### src/rtl/mem_access_pkg.sv
// Shared types for the MEM-stage memory access unit: FSM states, funct3 codes,
// memory port op codes and the request decoder.
package mem_access_pkg;

    typedef enum logic [1:0] {
        ST_IDLE,
        ST_ACCESS,
        ST_CAPTURE,
        ST_RESP
    } state_e;

    localparam logic [2:0] F3_B  = 3'b000;
    localparam logic [2:0] F3_H  = 3'b001;
    localparam logic [2:0] F3_W  = 3'b010;
    localparam logic [2:0] F3_BU = 3'b100;
    localparam logic [2:0] F3_HU = 3'b101;

    // Bit 3 is the read enable; loads and stores share the low three bits.
    typedef enum logic [3:0] {
        OP_IDLE = 4'b0000,
        OP_SB   = 4'b0101,
        OP_SH   = 4'b0110,
        OP_SW   = 4'b0111,
        OP_LB   = 4'b1000,
        OP_LBU  = 4'b1001,
        OP_LH   = 4'b1010,
        OP_LHU  = 4'b1011,
        OP_LW   = 4'b1100
    } mem_op_e;

    typedef struct packed {
        mem_op_e    op;
        logic [2:0] n;
        logic       misaligned;
        logic       illegal;
    } access_t;

    function automatic access_t decode_access(input logic       we,
                                              input logic [2:0] funct3,
                                              input logic [1:0] addr_lo);
        access_t d;
        d.op         = OP_IDLE;
        d.n          = 3'd1;
        d.misaligned = 1'b0;
        d.illegal    = 1'b0;
        case (funct3)
            F3_B: begin
                if (we) d.op = OP_SB;
                else    d.op = OP_LB;
            end
            F3_BU: begin
                if (we) d.illegal = 1'b1;
                else    d.op = OP_LBU;
            end
            F3_H, F3_HU: begin
                if (we && funct3 == F3_HU) begin
                    d.illegal = 1'b1;
                end else begin
                    if (we)                 d.op = OP_SH;
                    else if (funct3 == F3_H) d.op = OP_LH;
                    else                    d.op = OP_LHU;
                    if (addr_lo[0]) begin
                        d.misaligned = 1'b1;
                        d.n          = 3'd2;
                        if (we) d.op = OP_SB;
                        else    d.op = OP_LBU;
                    end
                end
            end
            F3_W: begin
                if (we) d.op = OP_SW;
                else    d.op = OP_LW;
                if (addr_lo != 2'b00) begin
                    d.misaligned = 1'b1;
                    d.n          = 3'd4;
                    if (we) d.op = OP_SB;
                    else    d.op = OP_LBU;
                end
            end
            default: d.illegal = 1'b1;
        endcase
        return d;
    endfunction

endpackage

### src/rtl/mem_load_extend.sv
// Final formatting of a load result; only byte-serial halfword loads need
// extension here, everything else already arrives formatted from memory.
module mem_load_extend
    import mem_access_pkg::*;
(
    input  logic [31:0] acc_i,
    input  logic [2:0]  funct3_i,
    input  logic        split_i,
    output logic [31:0] rdata_o
);

    always_comb begin
        rdata_o = acc_i;
        if (split_i) begin
            case (funct3_i)
                F3_H:    rdata_o = {{16{acc_i[15]}}, acc_i[15:0]};
                F3_HU:   rdata_o = {16'd0, acc_i[15:0]};
                default: rdata_o = acc_i;
            endcase
        end
    end

endmodule

### src/rtl/mem_access_unit.sv
// MEM-stage initiator for the 32-bit data memory port; handles the one-cycle
// registered read latency and splits misaligned accesses into byte accesses.
module mem_access_unit
    import mem_access_pkg::*;
#(
    parameter bit ALLOW_MISALIGNED = 1'b1
) (
    input  logic        clk,
    input  logic        rst_n,
    input  logic        req_valid,
    output logic        req_ready,
    input  logic        req_we,
    input  logic [2:0]  req_funct3,
    input  logic [31:0] req_addr,
    input  logic [31:0] req_wdata,
    output logic        resp_valid,
    output logic [31:0] resp_rdata,
    output logic        resp_misaligned,
    output logic        resp_illegal,
    output logic [31:0] mem_addr,
    output logic [31:0] mem_wdata,
    output logic [3:0]  mem_rw_en,
    input  logic [31:0] mem_rdata
);

    state_e      state_q, state_d;
    logic        we_q, we_d;
    logic [2:0]  funct3_q, funct3_d;
    logic        split_q, split_d;
    logic [31:0] base_q, base_d;
    logic [31:0] wdata_q, wdata_d;
    logic [1:0]  idx_q, idx_d;
    logic [1:0]  last_q, last_d;
    logic [31:0] acc_q, acc_d;
    logic        mis_q, mis_d;
    logic        ill_q, ill_d;
    logic [31:0] mem_addr_q, mem_addr_d;
    logic [31:0] mem_wdata_q, mem_wdata_d;
    logic [3:0]  mem_rw_en_q, mem_rw_en_d;

    access_t     req_dec;
    logic        reject;
    logic [1:0]  idx_inc;
    logic [31:0] addr_inc;
    logic [31:0] ext_rdata;

    assign req_dec  = decode_access(req_we, req_funct3, req_addr[1:0]);
    assign reject   = req_dec.illegal || (req_dec.misaligned && !ALLOW_MISALIGNED);
    assign idx_inc  = idx_q + 2'd1;
    assign addr_inc = base_q + {30'd0, idx_inc};

    always_comb begin
        state_d     = state_q;
        we_d        = we_q;
        funct3_d    = funct3_q;
        split_d     = split_q;
        base_d      = base_q;
        wdata_d     = wdata_q;
        idx_d       = idx_q;
        last_d      = last_q;
        acc_d       = acc_q;
        mis_d       = mis_q;
        ill_d       = ill_q;
        mem_addr_d  = mem_addr_q;
        mem_wdata_d = mem_wdata_q;
        mem_rw_en_d = mem_rw_en_q;
        case (state_q)
            ST_IDLE: begin
                if (req_valid) begin
                    we_d     = req_we;
                    funct3_d = req_funct3;
                    split_d  = req_dec.misaligned;
                    base_d   = req_addr;
                    wdata_d  = req_wdata;
                    idx_d    = '0;
                    last_d   = 2'(req_dec.n - 3'd1);
                    acc_d    = '0;
                    ill_d    = req_dec.illegal;
                    mis_d    = req_dec.misaligned && !ALLOW_MISALIGNED;
                    if (reject) begin
                        state_d = ST_RESP;
                    end else begin
                        state_d     = ST_ACCESS;
                        mem_addr_d  = req_addr;
                        mem_rw_en_d = req_dec.op;
                        mem_wdata_d = req_dec.misaligned ? {24'd0, req_wdata[7:0]} : req_wdata;
                    end
                end
            end
            ST_ACCESS: begin
                if (!we_q) begin
                    state_d = ST_CAPTURE;
                end else if (idx_q == last_q) begin
                    state_d     = ST_RESP;
                    mem_rw_en_d = '0;
                end else begin
                    idx_d       = idx_inc;
                    mem_addr_d  = addr_inc;
                    mem_wdata_d = {24'd0, wdata_q[{idx_inc, 3'b000} +: 8]};
                end
            end
            ST_CAPTURE: begin
                // Split loads collect one byte per lane; aligned loads take the word.
                if (split_q) acc_d[{idx_q, 3'b000} +: 8] = mem_rdata[7:0];
                else         acc_d = mem_rdata;
                if (idx_q != last_q) begin
                    state_d    = ST_ACCESS;
                    idx_d      = idx_inc;
                    mem_addr_d = addr_inc;
                end else begin
                    state_d     = ST_RESP;
                    mem_rw_en_d = '0;
                end
            end
            ST_RESP:  state_d = ST_IDLE;
            default:  state_d = ST_IDLE;
        endcase
    end

    always_ff @(posedge clk or negedge rst_n) begin
        if (!rst_n) begin
            state_q     <= ST_IDLE;
            we_q        <= 1'b0;
            funct3_q    <= '0;
            split_q     <= 1'b0;
            base_q      <= '0;
            wdata_q     <= '0;
            idx_q       <= '0;
            last_q      <= '0;
            acc_q       <= '0;
            mis_q       <= 1'b0;
            ill_q       <= 1'b0;
            mem_addr_q  <= '0;
            mem_wdata_q <= '0;
            mem_rw_en_q <= '0;
        end else begin
            state_q     <= state_d;
            we_q        <= we_d;
            funct3_q    <= funct3_d;
            split_q     <= split_d;
            base_q      <= base_d;
            wdata_q     <= wdata_d;
            idx_q       <= idx_d;
            last_q      <= last_d;
            acc_q       <= acc_d;
            mis_q       <= mis_d;
            ill_q       <= ill_d;
            mem_addr_q  <= mem_addr_d;
            mem_wdata_q <= mem_wdata_d;
            mem_rw_en_q <= mem_rw_en_d;
        end
    end

    mem_load_extend u_extend (
        .acc_i    (acc_q),
        .funct3_i (funct3_q),
        .split_i  (split_q),
        .rdata_o  (ext_rdata)
    );

    assign req_ready       = (state_q == ST_IDLE);
    assign resp_valid      = (state_q == ST_RESP);
    assign resp_misaligned = resp_valid && mis_q;
    assign resp_illegal    = resp_valid && ill_q;
    assign resp_rdata      = (resp_valid && !we_q && !mis_q && !ill_q) ? ext_rdata : '0;
    assign mem_addr        = mem_addr_q;
    assign mem_wdata       = mem_wdata_q;
    assign mem_rw_en       = mem_rw_en_q;

endmodule

### config.mk
export PLATFORM = sky130hd
export DESIGN_NAME = mem_access_unit
export DESIGN_NICKNAME = d
export VERILOG_FILES = /design/src/rtl/mem_access_pkg.sv /design/src/rtl/mem_load_extend.sv /design/src/rtl/mem_access_unit.sv
export SDC_FILE = /design/constraint.sdc
export NUM_CORES = 1
export LEC_CHECK = 0
export CAP_MARGIN = 20
export CORE_MARGIN = 3
export CORE_UTILIZATION = 45
export CTS_BUF_LIST = sky130_fd_sc_hd__clkbuf_16
export DETAILED_ROUTE_END_ITERATION = 10
export PLACE_DENSITY = 0.73
export REMOVE_ABC_BUFFERS = 1
export SLEW_MARGIN = 20
export SYNTH_ARGS = -nofsm -noshare
export SYNTH_HDL_FRONTEND = slang
export SYNTH_SLANG_ARGS = --single-unit
### constraint.sdc
create_clock -name clk -period 3.2 [get_ports clk]
set_input_delay 0.64 -clock clk [delete_from_list [all_inputs] [get_ports clk]]
set_output_delay 0.64 -clock clk [all_outputs]
set_load 0.02 [all_outputs]
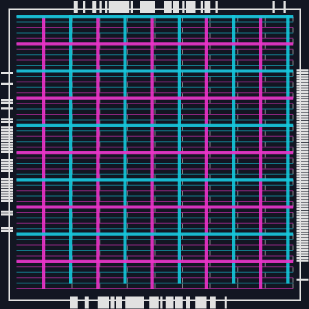
Run 1: supply network
(2 px per um) Pins as bars on the die edge. Tap cells in grey.
legend:
  VSS:
    colour: magenta
  VDD:
    colour: cyan
met1 rails: 51
met4 straps: 10
rows: 50
met5 straps: 10
tap cells: 260

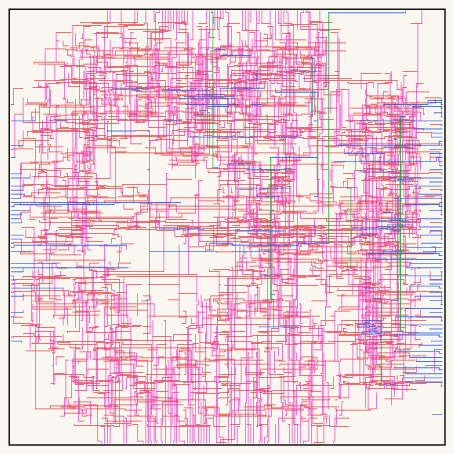
Run 1: routed metal, one colour a layer
(3 px per um)
legend:
  M3:
    colour: blue
    wire_length: 1,480 um
  M1:
    colour: red
    wire_length: 10,800 um
  M2:
    colour: magenta
    wire_length: 10,900 um
  M4:
    colour: green
    wire_length: 488 um
final wirelength: 23,800 um
Wirelength per Cell: 18.4 um

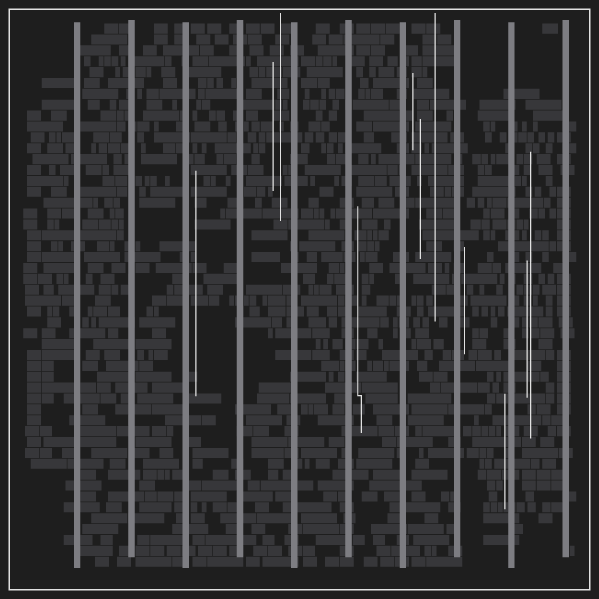
Run 1: the metal 4 layer
(4 px per um) Supply wires on this layer in grey.
wire length on this layer: 488 um
nets with wire on the layer: 9

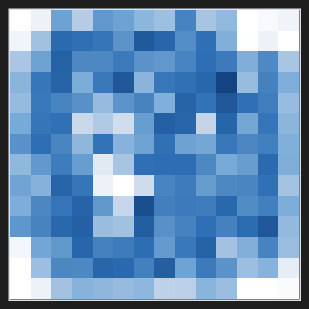
Run 1: cell density map
(2 px per um) 14 x 14 tiles, from white (low) to dark blue (high), 0 to 100% covered.
fullest tile: 92%
tiles over 75% full: 16%
mean over tiles: 54%
nearly empty tiles: 4.6%

==> reports/results.ini, run 1 <==
[final_timing]
slew_headroom_pct=53.1
setup_repair_after_global_routing_missed_its_margin=no
worst_pin_slew_ns=0.699
timing.final.crit_share_pct=93.2

[clocking]
holdBufCountCts=0
cts_setup_buffers=0
clkSlewWorstSetupHoldPaths_ns=0.06
cts_max_path_buffers=2
tritoncts=built

[power]
total_power_uw=12200

[cells_and_area]
fin_area_um2=11600
lay_top_count=sky130_fd_sc_hd__clkdlybuf4s50_1
antenna-diode-count=0
dominant_logic_cell_types_in_the_final_layout=sky130_fd_sc_hd__clkdlybuf4s50_1, sky130_fd_sc_hd__dfrtp_1, sky130_fd_sc_hd__nand2_1

[placement]
place_hpwl_um=16800
place_congestion=0.886

[global_routing]
grt_use_total_pct=22.9
grt.met2_usage_pct=36.2
grt_start_max_net_pins=75
grt_pass1_vias=6980
grt_most_used_layer=met2
groute.layer.met3.usage_pct=4.27

[logic_synthesis]
synthesis.instances=820
unique_masters_post_synth=63
synthFlopType=sky130_fd_sc_hd__dfrtp_1
ys_chip_area_um2=8660

[hold_path]
hp-class=in2async

[worst_setup_path]
timing.reg2reg.worst_path_depth=8
startpoint_of_the_lowest_slack_register_to_register_path=idx_q[1]
startpoint_type=flip-flop

[status]
status=finished clean

[die]
core_area_um2=18800
num_io_pins=207

[job]
drv_cap=0
number_of_warnings_the_tools_reported=31

-- run 1: worst max path at each step --
stage	start	endpoint	slack, ns
finish	state_q[0]	resp_rdata[5]	0.22
global route	state_q[0]	resp_rdata[0]	0.05
CTS	state_q[0]	resp_rdata[5]	0.19
detailed placement	idx_q[1]	mem_addr[20]	0.40
global placement	req_funct3[1]	mem_addr[21]	0.50
floorplan	idx_q[0]	mem_addr[31]	-0.46
-- run 1: worst max-delay path, stage by stage (launching register included) --
cell and delay (ns):
sky130_fd_sc_hd__dfrtp_1 0.43, sky130_fd_sc_hd__ha_1 0.28, sky130_fd_sc_hd__nor3b_1 0.22, sky130_fd_sc_hd__buf_4 0.23, sky130_fd_sc_hd__and2_1 0.15, sky130_fd_sc_hd__clkdlybuf4s50_1 0.61
-- run 1: metal layers --
metal,wire [um],part of all wire (%)
met4,488,2.1
met1,10800,46
met5,0,0
met3,1480,6.2
met2,10900,46
-- run 1: power by group --
group | switching (uW) | internal (uW) | total (uW) | leakage (uW)
Combinational | 3330 | 2770 | 6100 | 0.00230
Sequential | 767 | 3310 | 4080 | 0.00221
Clock | 878 | 1150 | 2020 | 0.000274
-- run 1: metrics by stage --
step | setup WS, ns | hold WS (ns) | TNS (ns)
after global placement | 0.504 | 0.455 | 0
after global routing | 0.0471 | 0.282 | 0
after floorplan | -0.461 | 0.344 | -1.37
after CTS | 0.194 | 0.258 | 0
after detailed placement | 0.404 | 0.465 | 0
final | 0.219 | 0.237 | 0
-- run 1: sequential cells by signal (all words and copies together) (netlist names), 2 cells and up --
name,count
acc_q,32
mem_wdata,32
base_q,32
funct3_q,3
wdata_q,32
mem_rw_en,4
idx_q,2
mem_addr,32
last_q,2
state_q,2
-- run 1: final cells by class --
type / instances / area [um2] / share of cell area, %
Sequential cell: 176 / 4400 / 37.9
Multi-Input combinational cell: 584 / 4040 / 34.7
Timing Repair Buffer: 227 / 2260 / 19.4
Clock buffer: 17 / 425 / 3.66
Tap cell: 260 / 325 / 2.80
Clock inverter: 15 / 143 / 1.23
Inverter: 11 / 41.3 / 0.355
-- run 1: repair_timing --
action | 4_1_cts | 5_1_grt
resized | 2 | 0
hold endpoints to repair | 0 | 0
setup endpoints to repair | 3 | 0
-- run 1: cells by family after synthesis --
family / share of synthesized area (%)
other: 0.0433
AND/OR/NAND/NOR: 14.6
XOR/XNOR: 2.53
flip-flops: 50.9
multiplexers: 12.6
adder cells (fa/ha/maj): 1.68
AND-OR/OR-AND: 14.9
buffers and inverters: 2.74
==> run 1 -> run 2 <==
--- a/config.mk
+++ b/config.mk
@@ -5,12 +5,14 @@
 export SDC_FILE = /design/constraint.sdc
 export NUM_CORES = 1
 export LEC_CHECK = 0
+export ABC_AREA = 1
 export CAP_MARGIN = 20
 export CORE_MARGIN = 3
 export CORE_UTILIZATION = 45
 export CTS_BUF_LIST = sky130_fd_sc_hd__clkbuf_16
 export DETAILED_ROUTE_END_ITERATION = 10
-export PLACE_DENSITY = 0.73
+export GPL_TIMING_DRIVEN = 0
+export PLACE_DENSITY = 0.72
 export REMOVE_ABC_BUFFERS = 1
 export SLEW_MARGIN = 20
 export SYNTH_ARGS = -nofsm -noshare
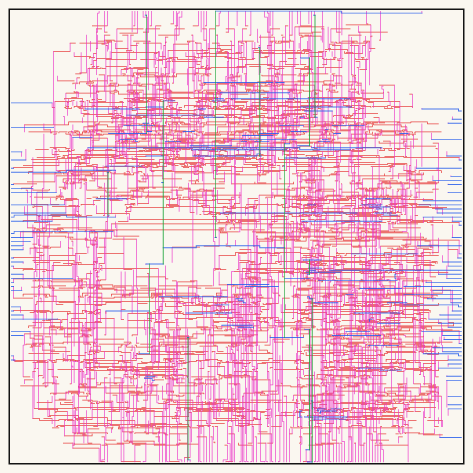
Run 2: routed metal, one colour a layer
(3 px per um)
legend:
  M2:
    colour: magenta
    wire_length: 12,700 um
  M3:
    colour: blue
    wire_length: 1,890 um
  M1:
    colour: red
    wire_length: 12,300 um
  M4:
    colour: green
    wire_length: 518 um
count of vias placed by the detailed router: 9,095
Wirelength per Cell: 15.6 um
global routing usage summed across all routing layers: 23.5%
final wirelength: 27,400 um

==> run 2 against run 1 <==
  * First-iteration DRC count increased by 68%
  * Fmax decreased by 4.1%
  * Utilization fell by 1.7 points
  * Synthesized cell count up 59%
  * Area after synthesis grew 9.2%
  * Cell count up 36%
  * Clock power decreased by 2%
  * Sequential share of layout area down 2.0 points
  * Count of clock-buffer cells in the layout is the same
  * Clock skew up 0.0032 ns
  * Largest power group unchanged
==> reports/results.ini, run 2 <==
[status]
status=finished clean

[final_timing]
layout_setup_ws_ns=0.0919  ; -0.127 ns
worst_pin_slew_ns=0.890  ; +0.191 ns
hold_slack_ns=0.0976  ; -0.139 ns
slew_headroom_pct=40.7  ; -12 points
setup_repair_after_global_routing_missed_its_margin=no
timing.final.crit_share_pct=97.1  ; +4.0 points

[global_routing]
grt_antenna_before_repair=0
grt_start_max_net_pins=78  ; +4.0%

[clocking]
tritoncts=built
clkSlewWorstSetupHoldPaths_ns=0.07  ; about the same
cts_max_path_buffers=2  ; unchanged

[cells_and_area]
antenna-diode-count=0  ; unchanged
dominant_logic_cell_types_in_the_final_layout=sky130_fd_sc_hd__nand2_1, sky130_fd_sc_hd__clkdlybuf4s50_1, sky130_fd_sc_hd__dfrtp_1
lay_top_count=sky130_fd_sc_hd__nand2_1

[power]
total_power_uw=12800  ; +5.3%

[logic_synthesis]
synthesis.instances=1306  ; +59%
unique_masters_post_synth=38  ; -40%

[worst_setup_path]
path_cells=ha_2, or3b_4, a21oi_1, clkdlybuf4s50_1
startpoint_of_the_lowest_slack_register_to_register_path=state_q[1]
critical-path-slowest-cell=sky130_fd_sc_hd__clkdlybuf4s50_1
startpoint_type=flip-flop
timing.reg2reg.worst_path_depth=8  ; unchanged

[job]
number_of_warnings_the_tools_reported=31  ; unchanged
drv_cap=0  ; unchanged

[die]
num_io_pins=207  ; unchanged
core_area_um2=20400  ; +8.5%

[placement]
place_congestion=0.922  ; +4.0%
detailedPlace.worstSlack_ns=-0.932  ; -1.34 ns

[hold_path]
hp-class=in2async

-- run 2: cell families after synthesis --
kind of cell	count (synthesis)	share of synthesized area (%)
adder cells (fa/ha/maj)	11	1.53
other	1	0.0396
AND/OR/NAND/NOR	757	32.4
XOR/XNOR	1	0.0926
AND-OR/OR-AND	200	12.2
flip-flops	176	46.6
buffers and inverters	160	7.21
-- run 2: final cells by class --
class	instances	area [um2]
multi-input combinational	973	4450
fill	1914	8150
inverter	99	382
tap	270	338
timing repair buffer	209	2150
clock buffer	17	425
sequential	176	4410
clock inverter	14	119
-- run 2: per-layer routing --
metal,GRT usage (%),vias up,wire (um)
li1,-,4497,-
met3,4.19,35,1890
met1,33.7,4253,12300
met5,0,-,0
met2,36.8,310,12700
met4,6.39,0,517
-- run 2: metrics by stage --
step | std cells | setup TNS, ns | area (um2)
floorplan | 1245 | -3.08 | 9150
global placement | 1720 | -1175.78 | 11500
detailed placement | 1723 | -46.62 | 11600
CTS | 1754 | 0 | 12200
finish | 1758 | 0 | 12300
global route | 1758 | 0 | 12300
-- run 2: power breakdown --
| group | switching [uW] | leakage [uW] | total (uW) | internal [uW] |
|---|---|---|---|---|
| Clock | 908 | 0.000262 | 1970 | 1070 |
| Combinational | 4230 | 0.00327 | 6750 | 2520 |
| Sequential | 790 | 0.00219 | 4120 | 3330 |
-- run 2: how the worst max path moves through the flow --
stage	cells past startpoint	endpoint	from	slack, ns
final	4	resp_rdata[17]	state_q[0]	0.09
after global routing	4	resp_rdata[7]	state_q[0]	0.00009
after CTS	12	mem_addr[26]	idx_q[0]	0.005
after detailed placement	12	mem_addr[26]	idx_q[0]	-0.93
after global placement	1	mem_addr[23]	rst_n	-6.11
after floorplan	8	acc_q[10]	state_q[0]	-0.23
-- run 2: worst max-delay path, delay by kind of cell (launching register included) --
kind,cells,cell delay (ns)
buf+inv,1,0.63
simple gates,1,0.52
flops,1,0.44
fa+ha+maj,1,0.29
compound gates,1,0.17
-- run 2: timing repair --
action / 4_1_cts / 5_1_grt
gates resized: 9 / 11
pin swaps: 0 / 1
endpoints found under the hold margin: 0 / 0
setup endpoints to repair: 128 / 102
gates cloned: 0 / 3
Power and IR drop assume default switching activity.
